==> config.mk <==
export PLATFORM = sky130hd
export DESIGN_NAME = avalon_st_pkt_fifo
export DESIGN_NICKNAME = d
export VERILOG_FILES = /design/src/rtl/avalon_st_pkg.sv /design/src/rtl/avalon_st_sync_fifo.sv /design/src/rtl/avalon_st_pkt_fifo.sv
export SDC_FILE = /design/constraint.sdc
export NUM_CORES = 1
export LEC_CHECK = 0
export CORE_ASPECT_RATIO = 1.4
export CORE_MARGIN = 2
export CORE_UTILIZATION = 50
export CTS_CLUSTER_DIAMETER = 60
export DETAILED_ROUTE_END_ITERATION = 16
export PLACE_DENSITY = 0.7
export SKIP_LAST_GASP = 1
export SLEW_MARGIN = 30
export SYNTH_ARGS = -nofsm -noshare
export SYNTH_HDL_FRONTEND = slang
export SYNTH_HIERARCHICAL = 1
export SYNTH_SLANG_ARGS = --single-unit
==> constraint.sdc <==
create_clock -name clk -period 3.25 [get_ports clk]
set_input_delay 0.975 -clock clk [delete_from_list [all_inputs] [get_ports clk]]
set_output_delay 0.975 -clock clk [all_outputs]
set_load 0.1 [all_outputs]
==> src/rtl/avalon_st_pkg.sv <==
// Shared types for the Avalon-ST packet FIFO: the stored beat layout and the
// framing-tracker states.
package avalon_st_pkg;

  localparam int AVST_DATA_WIDTH  = 32;
  localparam int AVST_EMPTY_WIDTH = 2;

  typedef struct packed {
    logic [AVST_DATA_WIDTH-1:0]  data;
    logic                        startofpacket;
    logic                        endofpacket;
    logic [AVST_EMPTY_WIDTH-1:0] empty;
  } avalon_st_beat_t;

  typedef enum logic {
    IDLE   = 1'b0,
    IN_PKT = 1'b1
  } avalon_st_frame_state_e;

endpackage

==> src/rtl/avalon_st_sync_fifo.sv <==
// Generic show-ahead synchronous FIFO. push/pop are already-qualified
// handshakes; full/empty come from the fill counter, not pointer compare.
module avalon_st_sync_fifo #(
  parameter  int WIDTH = 37,
  parameter  int DEPTH = 16,
  localparam int AW    = $clog2(DEPTH)
) (
  input  logic             clk,
  input  logic             reset,
  input  logic             push,
  input  logic             pop,
  input  logic [WIDTH-1:0] wr_data,
  output logic [WIDTH-1:0] rd_data,
  output logic [AW:0]      fill_level,
  output logic             full,
  output logic             empty
);

  localparam logic [AW-1:0] PTR_ONE  = AW'(1);
  localparam logic [AW:0]   FILL_ONE = (AW+1)'(1);
  localparam logic [AW:0]   FULL_LVL = (AW+1)'(DEPTH);

  logic [WIDTH-1:0] mem_q [DEPTH];
  logic [AW-1:0]    wr_ptr_q, wr_ptr_d;
  logic [AW-1:0]    rd_ptr_q, rd_ptr_d;
  logic [AW:0]      fill_q, fill_d;

  always_comb begin
    wr_ptr_d = wr_ptr_q;
    rd_ptr_d = rd_ptr_q;
    fill_d   = fill_q;
    if (push) wr_ptr_d = wr_ptr_q + PTR_ONE;
    if (pop)  rd_ptr_d = rd_ptr_q + PTR_ONE;
    case ({push, pop})
      2'b10:   fill_d = fill_q + FILL_ONE;
      2'b01:   fill_d = fill_q - FILL_ONE;
      default: fill_d = fill_q;
    endcase
  end

  always_ff @(posedge clk) begin
    if (reset) begin
      wr_ptr_q <= '0;
      rd_ptr_q <= '0;
      fill_q   <= '0;
    end else begin
      wr_ptr_q <= wr_ptr_d;
      rd_ptr_q <= rd_ptr_d;
      fill_q   <= fill_d;
    end
  end

  // Storage is deliberately not reset; the fill counter alone says what is valid.
  always_ff @(posedge clk) begin
    if (push) mem_q[wr_ptr_q] <= wr_data;
  end

  assign rd_data    = mem_q[rd_ptr_q];
  assign fill_level = fill_q;
  assign full       = (fill_q == FULL_LVL);
  assign empty      = (fill_q == '0);

endmodule

==> src/rtl/avalon_st_pkt_fifo.sv <==
// Avalon-ST packet FIFO: buffers whole beats between source and sink, counts
// stored eop beats and flags sop/eop framing violations on the input side.
module avalon_st_pkt_fifo
  import avalon_st_pkg::*;
#(
  parameter  int DATA_WIDTH  = 32,
  parameter  int EMPTY_WIDTH = 2,
  parameter  int DEPTH       = 16,
  localparam int CW          = $clog2(DEPTH) + 1
) (
  input  logic                   clk,
  input  logic                   reset,
  input  logic                   in_valid,
  output logic                   in_ready,
  input  logic [DATA_WIDTH-1:0]  in_data,
  input  logic                   in_startofpacket,
  input  logic                   in_endofpacket,
  input  logic [EMPTY_WIDTH-1:0] in_empty,
  output logic                   out_valid,
  input  logic                   out_ready,
  output logic [DATA_WIDTH-1:0]  out_data,
  output logic                   out_startofpacket,
  output logic                   out_endofpacket,
  output logic [EMPTY_WIDTH-1:0] out_empty,
  output logic [CW-1:0]          fill_level,
  output logic [CW-1:0]          pkt_count,
  output logic                   err_sop_missing,
  output logic                   err_eop_missing
);

  localparam int            BW      = DATA_WIDTH + 2 + EMPTY_WIDTH;
  localparam logic [CW-1:0] CNT_ONE = CW'(1);

  logic          wr_en, rd_en;
  logic          fifo_full, fifo_empty;
  logic [BW-1:0] wr_beat, rd_beat;

  logic [CW-1:0]          pkt_count_q, pkt_count_d;
  avalon_st_frame_state_e frame_state_q, frame_state_d;
  logic                   err_sop_q, err_sop_d;
  logic                   err_eop_q, err_eop_d;

  // Handshakes are masked during reset so nothing moves while state clears.
  assign in_ready  = !reset && !fifo_full;
  assign out_valid = !reset && !fifo_empty;
  assign wr_en     = in_valid && in_ready;
  assign rd_en     = out_valid && out_ready;
  assign wr_beat   = {in_data, in_startofpacket, in_endofpacket, in_empty};
  assign {out_data, out_startofpacket, out_endofpacket, out_empty} = rd_beat;

  avalon_st_sync_fifo #(
    .WIDTH (BW),
    .DEPTH (DEPTH)
  ) u_fifo (
    .clk        (clk),
    .reset      (reset),
    .push       (wr_en),
    .pop        (rd_en),
    .wr_data    (wr_beat),
    .rd_data    (rd_beat),
    .fill_level (fill_level),
    .full       (fifo_full),
    .empty      (fifo_empty)
  );

  always_comb begin
    pkt_count_d   = pkt_count_q;
    frame_state_d = frame_state_q;
    err_sop_d     = 1'b0;
    err_eop_d     = 1'b0;
    case ({wr_en && in_endofpacket, rd_en && out_endofpacket})
      2'b10:   pkt_count_d = pkt_count_q + CNT_ONE;
      2'b01:   pkt_count_d = pkt_count_q - CNT_ONE;
      default: pkt_count_d = pkt_count_q;
    endcase
    // Bad beats are still stored; the tracker only reports and resyncs on eop.
    if (wr_en) begin
      if (frame_state_q == IDLE && !in_startofpacket)  err_sop_d = 1'b1;
      if (frame_state_q == IN_PKT && in_startofpacket) err_eop_d = 1'b1;
      frame_state_d = in_endofpacket ? IDLE : IN_PKT;
    end
  end

  always_ff @(posedge clk) begin
    if (reset) begin
      pkt_count_q   <= '0;
      frame_state_q <= IDLE;
      err_sop_q     <= 1'b0;
      err_eop_q     <= 1'b0;
    end else begin
      pkt_count_q   <= pkt_count_d;
      frame_state_q <= frame_state_d;
      err_sop_q     <= err_sop_d;
      err_eop_q     <= err_eop_d;
    end
  end

  assign pkt_count       = pkt_count_q;
  assign err_sop_missing = err_sop_q;
  assign err_eop_missing = err_eop_q;

endmodule

==> flow_metrics.tcl <==
# metrics dict for downstream scripts
set metrics [dict create \
    tightest_slew_ps 685 \
    setup_violations 36 \
    failed_checks "negative setup slack" \
    finClkSkew_ps 21.6 \
    slew_violations 0 \
    fp.dieH_um 258 \
    cp.arrival_ps 2460 \
    synth_area_um2 23000 \
    holdBufCountCts 0 \
    status "finished, violations left" \
    cts.clk_slew.worst_paths_ps 60 \
    routed.top_layer "met4" \
    p_leak_nw 9.09 \
    grt_overflow 0 \
    cts.repair.resized 65 \
    power_mw 19.8 \
    dp.cells 1769 \
    grtUsageMet1 0.275 \
    avgRoutedWirePerCell_um 26.6 \
    initCoreUtil 0.508 \
    hp-class "flip-flop to flip-flop" \
    post-route-period-util 1.06 \
    final_cell_mix "edfxtp_1 (576), mux4_2 (144), buf_12 (82)" \
    clock_sinks 601 \
    busiest_layer "met2" \
    layout_setup_ws_ps -183 \
    compound_area_frac 0.0301 \
    openroad.warnings 34 \
    flop_area_um2 17800 \
    track_usage 0.214 \
]
-- cell type report --
type,count,share of cell area
tap,611,0.0267
multi-input combinational,388,0.188
inverter,5,0.000657
clock buffer,75,0.0515
clock inverter,26,0.00985
timing repair buffer,194,0.0998
sequential,601,0.623
-- state kept, by name, indices dropped and copies added, names as in the netlist, named ones only --
name	flops
u_fifo/mem_q	576
pkt_count	5
u_fifo/fill_level	5
u_fifo/rd_ptr_q	4
u_fifo/wr_ptr_q	4
err_eop_missing	1
err_sop_missing	1
frame_state_q	1
-- power breakdown --
part / switching [mW] / internal [mW]
clock: 2.68 / 3.64
combinational: 2.66 / 2.08
sequential: 0.0981 / 8.65
Figure 1. M3 wires.
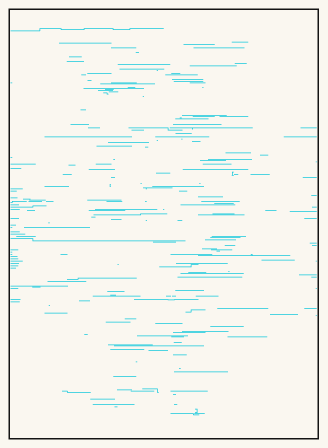
125 nets have wire on it. The layer holds 5.9% of the routed length. The layer carries 2960 um of wire.

Figure 2. Metal 2.
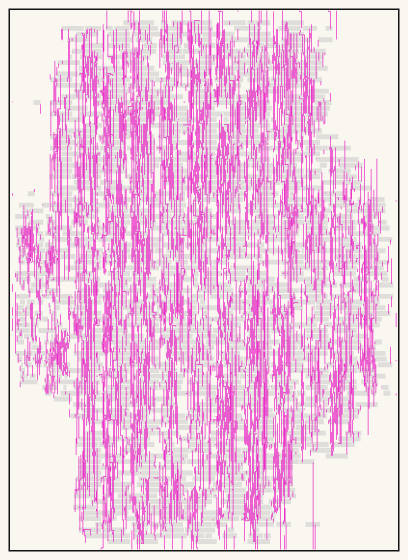
The layer holds 54% of the routed length. The layer carries 27.5 mm of wire. 1202 nets have wire on it. The longest straight run is 92.8 um.

Power is estimated from default activity; no workload was simulated.
